File: src/rtl/fir_seq_pkg.sv
// Shared constants, state encoding and address helper for the FIR coefficient sequencer.
package fir_seq_pkg;

    localparam int unsigned NUM_MODULES  = 4;
    localparam int unsigned NUM_TAPS     = 10;
    localparam int unsigned LD_GAP_CYC   = 5;
    localparam int unsigned RD_BURST_CYC = 11;
    localparam int unsigned COEFF_W      = 16;
    localparam int unsigned NUM_WORDS    = NUM_MODULES * NUM_TAPS;
    localparam int unsigned ADDR_W       = 6;
    localparam int unsigned BURSTS_PER_ROT = 10;

    typedef enum logic [2:0] {
        StIdle,
        StLdFlag,
        StLdData,
        StLdGap,
        StRunWait,
        StRunRd
    } state_e;

    function automatic logic [ADDR_W-1:0] coeff_addr(input logic [1:0] mod_idx,
                                                     input logic [3:0] tap);
        return ADDR_W'(mod_idx) * ADDR_W'(NUM_TAPS) + ADDR_W'(tap);
    endfunction

endpackage

File: src/rtl/fir_coeff_buf.sv
// 40x16 coefficient store: one synchronous write port, one combinational read port.
module fir_coeff_buf
    import fir_seq_pkg::*;
(
    input  logic               clk,
    input  logic               we,
    input  logic [ADDR_W-1:0]  wr_addr,
    input  logic [COEFF_W-1:0] wr_data,
    input  logic [ADDR_W-1:0]  rd_addr,
    output logic [COEFF_W-1:0] rd_data
);

    logic [COEFF_W-1:0] mem [0:NUM_WORDS-1];

    // No reset: contents must survive a sequencer reset.
    always_ff @(posedge clk) begin
        if (we) begin
            mem[wr_addr] <= wr_data;
        end
    end

    assign rd_data = mem[rd_addr];

endmodule

File: src/rtl/fir_coeff_sequencer.sv
// Streams buffered FIR coefficients to the filter, then issues per-sample read bursts.
// Optional feature: define FIR_SEQ_AUTOROTATE_EN to rotate the burst module every 10 bursts.
module fir_coeff_sequencer
    import fir_seq_pkg::*;
(
    input  logic               iClk12M,
    input  logic               iRst,
    input  logic               iEnSample600k,
    input  logic               iLoadStart,
    input  logic               iHostWrEn,
    input  logic [ADDR_W-1:0]  iHostWrAddr,
    input  logic [COEFF_W-1:0] iHostWrData,
    input  logic [1:0]         iRdModuleSel,
    output logic               oCoeffUpdateFlag,
    output logic [1:0]         oModuleSel,
    output logic [COEFF_W-1:0] oWtDtRam,
    output logic               oMemRdFlag,
    output logic               oBusy,
    output logic               oLoadDone
);

    localparam logic [3:0] TapLast = 4'(NUM_TAPS - 1);
    localparam logic [3:0] GapLast = 4'(LD_GAP_CYC - 1);
    localparam logic [3:0] RdLast  = 4'(RD_BURST_CYC - 1);
    localparam logic [1:0] ModLast = 2'(NUM_MODULES - 1);

    state_e             state_q;
    logic [1:0]         module_cnt_q;
    logic [3:0]         tap_cnt_q;
    logic               upd_q;
    logic [1:0]         mod_sel_q;
    logic [COEFF_W-1:0] wt_q;
    logic               mem_rd_q;
    logic               busy_q;
    logic               load_done_q;

    logic               buf_we;
    logic [ADDR_W-1:0]  rd_addr;
    logic [COEFF_W-1:0] rd_data;
    logic [3:0]         next_tap;
    logic [1:0]         rd_mod;
    logic               load_go;

    assign buf_we  = iHostWrEn && !busy_q && (iHostWrAddr < ADDR_W'(NUM_WORDS));
    assign load_go = iLoadStart && ((state_q == StIdle) || (state_q == StRunWait));

    // Address the tap that will be on oWtDtRam after the coming edge.
    always_comb begin
        next_tap = '0;
        if ((state_q == StLdData) && (tap_cnt_q != TapLast)) begin
            next_tap = tap_cnt_q + 4'd1;
        end
    end

    assign rd_addr = coeff_addr(module_cnt_q, next_tap);

    fir_coeff_buf u_buf (
        .clk     (iClk12M),
        .we      (buf_we),
        .wr_addr (iHostWrAddr),
        .wr_data (iHostWrData),
        .rd_addr (rd_addr),
        .rd_data (rd_data)
    );

`ifdef FIR_SEQ_AUTOROTATE_EN
    localparam logic [3:0] RotLast = 4'(BURSTS_PER_ROT - 1);
    logic [1:0] rot_mod_q;
    logic [3:0] rot_cnt_q;
    logic       unused_rd_sel;
    assign unused_rd_sel = ^iRdModuleSel;
    assign rd_mod        = rot_mod_q;
`else
    assign rd_mod = iRdModuleSel;
`endif

    always_ff @(posedge iClk12M) begin
        if (iRst) begin
            state_q      <= StIdle;
            module_cnt_q <= '0;
            tap_cnt_q    <= '0;
            upd_q        <= 1'b0;
            mod_sel_q    <= '0;
            wt_q         <= '0;
            mem_rd_q     <= 1'b0;
            busy_q       <= 1'b0;
            load_done_q  <= 1'b0;
`ifdef FIR_SEQ_AUTOROTATE_EN
            rot_mod_q    <= '0;
            rot_cnt_q    <= '0;
`endif
        end else begin
            load_done_q <= 1'b0;
            if (load_go) begin
                state_q      <= StLdFlag;
                module_cnt_q <= '0;
                tap_cnt_q    <= '0;
                upd_q        <= 1'b1;
                mod_sel_q    <= '0;
                wt_q         <= '0;
                busy_q       <= 1'b1;
            end else begin
                unique case (state_q)
                    StIdle: ;
                    StRunWait: begin
                        if (iEnSample600k) begin
                            state_q   <= StRunRd;
                            tap_cnt_q <= '0;
                            mem_rd_q  <= 1'b1;
                            mod_sel_q <= rd_mod;
                        end
                    end
                    StLdFlag: begin
                        state_q   <= StLdData;
                        tap_cnt_q <= '0;
                        wt_q      <= rd_data;
                    end
                    StLdData: begin
                        if (tap_cnt_q == TapLast) begin
                            state_q   <= StLdGap;
                            tap_cnt_q <= '0;
                            upd_q     <= 1'b0;
                            wt_q      <= '0;
                        end else begin
                            tap_cnt_q <= tap_cnt_q + 4'd1;
                            wt_q      <= rd_data;
                        end
                    end
                    StLdGap: begin
                        if (tap_cnt_q == GapLast) begin
                            tap_cnt_q <= '0;
                            if (module_cnt_q == ModLast) begin
                                state_q     <= StRunWait;
                                busy_q      <= 1'b0;
                                load_done_q <= 1'b1;
`ifdef FIR_SEQ_AUTOROTATE_EN
                                rot_mod_q   <= '0;
                                rot_cnt_q   <= '0;
`endif
                            end else begin
                                state_q      <= StLdFlag;
                                module_cnt_q <= module_cnt_q + 2'd1;
                                mod_sel_q    <= module_cnt_q + 2'd1;
                                upd_q        <= 1'b1;
                            end
                        end else begin
                            tap_cnt_q <= tap_cnt_q + 4'd1;
                        end
                    end
                    StRunRd: begin
                        if (tap_cnt_q == RdLast) begin
                            state_q   <= StRunWait;
                            tap_cnt_q <= '0;
                            mem_rd_q  <= 1'b0;
`ifdef FIR_SEQ_AUTOROTATE_EN
                            if (rot_cnt_q == RotLast) begin
                                rot_cnt_q <= '0;
                                rot_mod_q <= rot_mod_q + 2'd1;
                            end else begin
                                rot_cnt_q <= rot_cnt_q + 4'd1;
                            end
`endif
                        end else begin
                            tap_cnt_q <= tap_cnt_q + 4'd1;
                        end
                    end
                    default: state_q <= StIdle;
                endcase
            end
        end
    end

    assign oCoeffUpdateFlag = upd_q;
    assign oModuleSel       = mod_sel_q;
    assign oWtDtRam         = wt_q;
    assign oMemRdFlag       = mem_rd_q;
    assign oBusy            = busy_q;
    assign oLoadDone        = load_done_q;

endmodule
File: config.mk
export PLATFORM = sky130hd
export DESIGN_NAME = fir_coeff_sequencer
export DESIGN_NICKNAME = d
export VERILOG_FILES = /design/src/rtl/fir_seq_pkg.sv /design/src/rtl/fir_coeff_buf.sv /design/src/rtl/fir_coeff_sequencer.sv
export SDC_FILE = /design/constraint.sdc
export NUM_CORES = 1
export LEC_CHECK = 0
export ABC_AREA = 1
export CORE_MARGIN = 4
export CORE_UTILIZATION = 55
export CTS_CLUSTER_SIZE = 8
export DETAILED_ROUTE_END_ITERATION = 6
export MAX_ROUTING_LAYER = met4
export PLACE_DENSITY = 0.72
export SYNTH_ARGS = -nofsm -noshare
export SYNTH_HDL_FRONTEND = slang
export SYNTH_SLANG_ARGS = --single-unit
File: constraint.sdc
create_clock -name iClk12M -period 4.8 [get_ports iClk12M]
set_input_delay 0.96 -clock iClk12M [delete_from_list [all_inputs] [get_ports iClk12M]]
set_output_delay 0.96 -clock iClk12M [all_outputs]
set_load 0.05 [all_outputs]
**Drive-strength map**

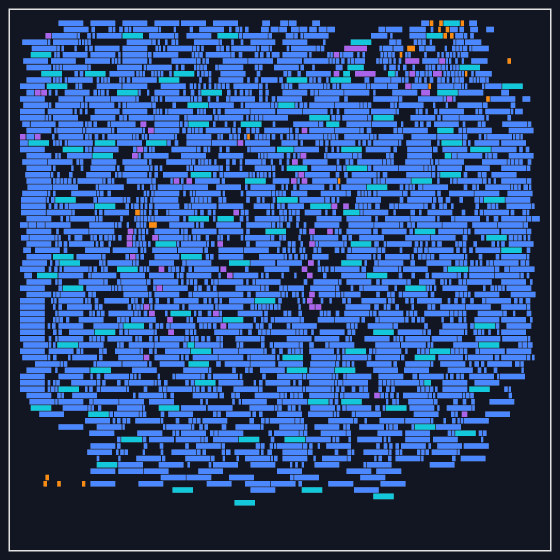
Blue shows x1 and smaller, cells 2,301. Orange shows x2, cells 21. Purple shows x3 and x4, cells 61. Cyan shows x6 and larger, cells 110.

**Gate families picked out**

Scale bar: 50 µm.
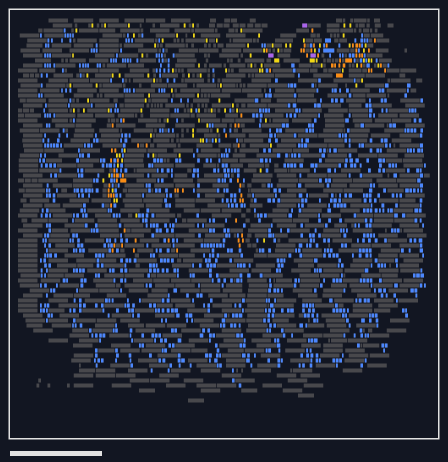
Purple shows xor and xnor cells, cells 3, most used xor2_1. Yellow shows inv cells, cells 105, most used inv_1. Blue shows nand cells, cells 1,196, most used nand3_1. Orange shows nor cells, cells 78, most used nor2_1.

==> results.cfg <==
; flow metrics
[cts]
cts_resized = 0
path_clk_slew_ps = 50
cts_tree = yes
ctsHoldBuffers = 0
cts.sinks = 671
htreeDepth = 3
root_buffer = clkbuf_16

[placement]
portBuffers = 50
post-place-ws_ps = 981
place_area_mm2 = 0.0290
dp_cells = 3023
hpwl_mm = 42.2

[layout]
drive_gt1_frac = 0.0770
flops = 671
comb_cells = 1461
area_growth_pct = 13.5
final-clk-cell-share = 0.0825
comb_area_share = 0.217
sh_seq_area = 0.629
clock_buffers = 138
logic_area_mm2 = 0.00685
largest_class = registers
stdcell_area_mm2 = 0.0316
regArea_mm2 = 0.0198
final-nonclk-buf-share = 0.0323

[run_status]
outcome = finished clean

[power_and_ir_drop]
power_mw = 15.8
clock_power_share = 0.375
vdd_drop_max_v = 0.000392
power_density_mw_per_mm2 = 500
p_seq_frac = 0.417
p_int_mw = 10.9
p_sw_mw = 4.86
swShare = 0.308

[hold_path]
hold_class = reg -> reg

[grt]
grt_pass1_vias = 19000
use_met3 = 0.0507
grt_max_degree = 164
met1_usage = 0.404
grt_antenna_before_repair = 3

[critical_path]
cpPeakStageDelay_ps = 1090
crit_top_cell = nand3_1
crit_path_end_kind = flip-flop
crit_fanout = 47
critical_path.n_buffers_inverters = 4
path_cells = inv_1 > ha_1 > nand3_2 > nand2_1 > nor2_1 > ha_4 > inv_1 > fa_4 > inv_2 > buf_12 > nand3_1 > nand3_1 > nand3_1 > nand3_1 > nand2_1 > a21oi_1
path_class = reg -> reg

[logic_synthesis]
synth_area_per_cell_um2 = 11.6
ys_seq_frac = 0.714
yosysUniqueCellTypes = 32
syn-num-nets = 2438
syn_area_mm2 = 0.0278
netlist_instances = 2400

[timing]
timing_hold_violations_final = 0
finalMaxSlewViolations = 0
finalSetupTns_ps = 0
final.setup_skew_ps = 21.7
fin_ws_ps = 883
holdWs_ps = 488
max_slew_margin = 0.185
setup_viol = 0
worst_pin_slew_ps = 1220
period_minus_slack_ps = 3920

[flow_run]
tool_warnings = 33

[floorplanning]
core-area_mm2 = 0.0501
die_height_um = 233
die_area_mm2 = 0.0542
ioPinCount = 51
floorplan.core_util = 0.555
die_x_um = 233
num_tap_cells = 672

[route]
drt-vias-per-instance = 6.32
top_layer = met4
drc_errors = 0
drtIter0Drc = 3219
wl_met1_mm = 29.8
antenna_left = 0
vias = 20000
**Routing congestion map**

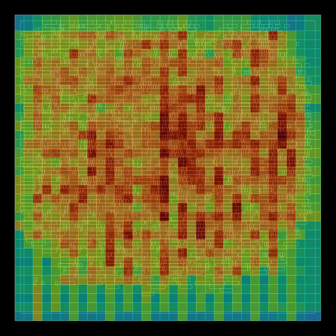
grt peak-use layer: met2
met2 usage: 0.461
total global-route track usage: 0.299
final core utilization: 0.630

**Metal 3**

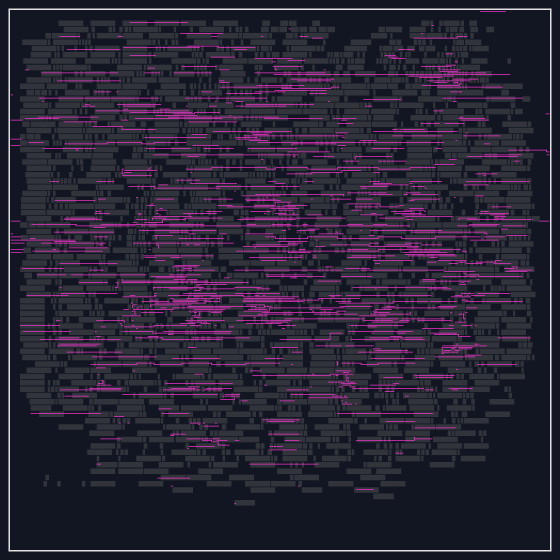
The wires run mostly horizontal. 282 nets have wire on it. The layer carries 8,270 µm of wire.

==> synthesized netlist by cell type <==
cell	instances	area share
nand3_4	1	0.00063
edfxtp_1	640	0.69
a21oi_1	90	0.016
nand4_1	82	0.018
or2_2	1	0.00023
o22ai_1	1	0.00023
a211oi_1	1	0.00027
buf_2	63	0.011
o21ai_0	35	0.0063
buf_1	26	0.0035
a311oi_1	1	0.00032
ha_1	8	0.0036
nor2_2	2	0.00045
nand3_2	1	0.00036
buf_6	4	0.0016
a31oi_1	3	0.00068
xnor2_1	1	0.00032
nor2_1	71	0.0096
nand2_1	509	0.069
clkbuf_1	62	0.0084
xor2_1	2	0.00063
inv_2	7	0.00095
nor3_1	5	0.00090
fa_1	1	0.00072
o21a_1	2	0.00054
buf_4	8	0.0022
nand3_1	603	0.11
inv_1	97	0.013
a2bb2oi_1	1	0.00032
clkinv_1	1	0.00013
dfxtp_1	31	0.022
o21ai_1	40	0.0072
==> worst min-delay path, cell delays in order (launching register included) <==
cell,delay [ps]
dfxtp_1,320
nand2_1,60
a21oi_1,60
==> power groups by stage <==
stage               Combinational [mW]  Clock, mW  Sequential [mW]
floorplan                         2.04          0             6.78
global placement                  3.16          0             6.68
detailed placement                3.21          0             6.68
CTS                               3.24       5.95             6.58
global route                      3.54       6.23             6.57
finish                            3.28       5.92             6.58
==> cells in the final DEF, fill, tap and decap left out, types with 2 or more instances in the layout <==
| cell | Yosys | final |
|---|---|---|
| inv_2 | 7 | 6 |
| o21a_1 | 2 | 2 |
| nor2_1 | 71 | 71 |
| buf_2 | 63 | 12 |
| o21ai_0 | 35 | 35 |
| nor3_1 | 5 | 4 |
| a21oi_1 | 90 | 90 |
| clkbuf_1 | 62 | 42 |
| clkdlybuf4s50_1 | 0 | 38 |
| xor2_1 | 2 | 2 |
| dfxtp_1 | 31 | 31 |
| clkbuf_16 | 0 | 96 |
| o21ai_1 | 40 | 40 |
| ha_1 | 8 | 7 |
| inv_1 | 97 | 97 |
| inv_6 | 0 | 5 |
| nor2_4 | 0 | 2 |
| nand4_1 | 82 | 82 |
| buf_4 | 8 | 56 |
| a31oi_1 | 3 | 3 |
| edfxtp_1 | 640 | 640 |
| nand2_1 | 509 | 509 |
| nand3_1 | 603 | 603 |
| buf_12 | 0 | 8 |
==> kinds of logic (layout without fill, tap and decap cells) <==
family	count (synthesis)	count (layout)	share of synthesized area
AOI/OAI and AO/OA	174	174	0.0320
other	0	1	0
adders and majority gates	9	9	0.00432
and+or+nand+nor	1275	1275	0.208
DFF	671	671	0.714
xor gates and xnor gates	3	3	0.000945
buffers and inverters	268	361	0.0412
==> final timing paths <==
kind / from / end / slack [ps] / depth (start not counted)
max: tap_cnt_q[1]$_SDFFE_PP0P_ / oWtDtRam[11]$_SDFFE_PP0P_ / 880 / 16
min: oWtDtRam[13]$_SDFFE_PP0P_ / oWtDtRam[13]$_SDFFE_PP0P_ / 490 / 2
max reg2reg: tap_cnt_q[1]$_SDFFE_PP0P_ / oWtDtRam[11]$_SDFFE_PP0P_ / 880 / 16
min reg2reg: oWtDtRam[13]$_SDFFE_PP0P_ / oWtDtRam[13]$_SDFFE_PP0P_ / 490 / 2
Power is estimated from default activity; no workload was simulated.
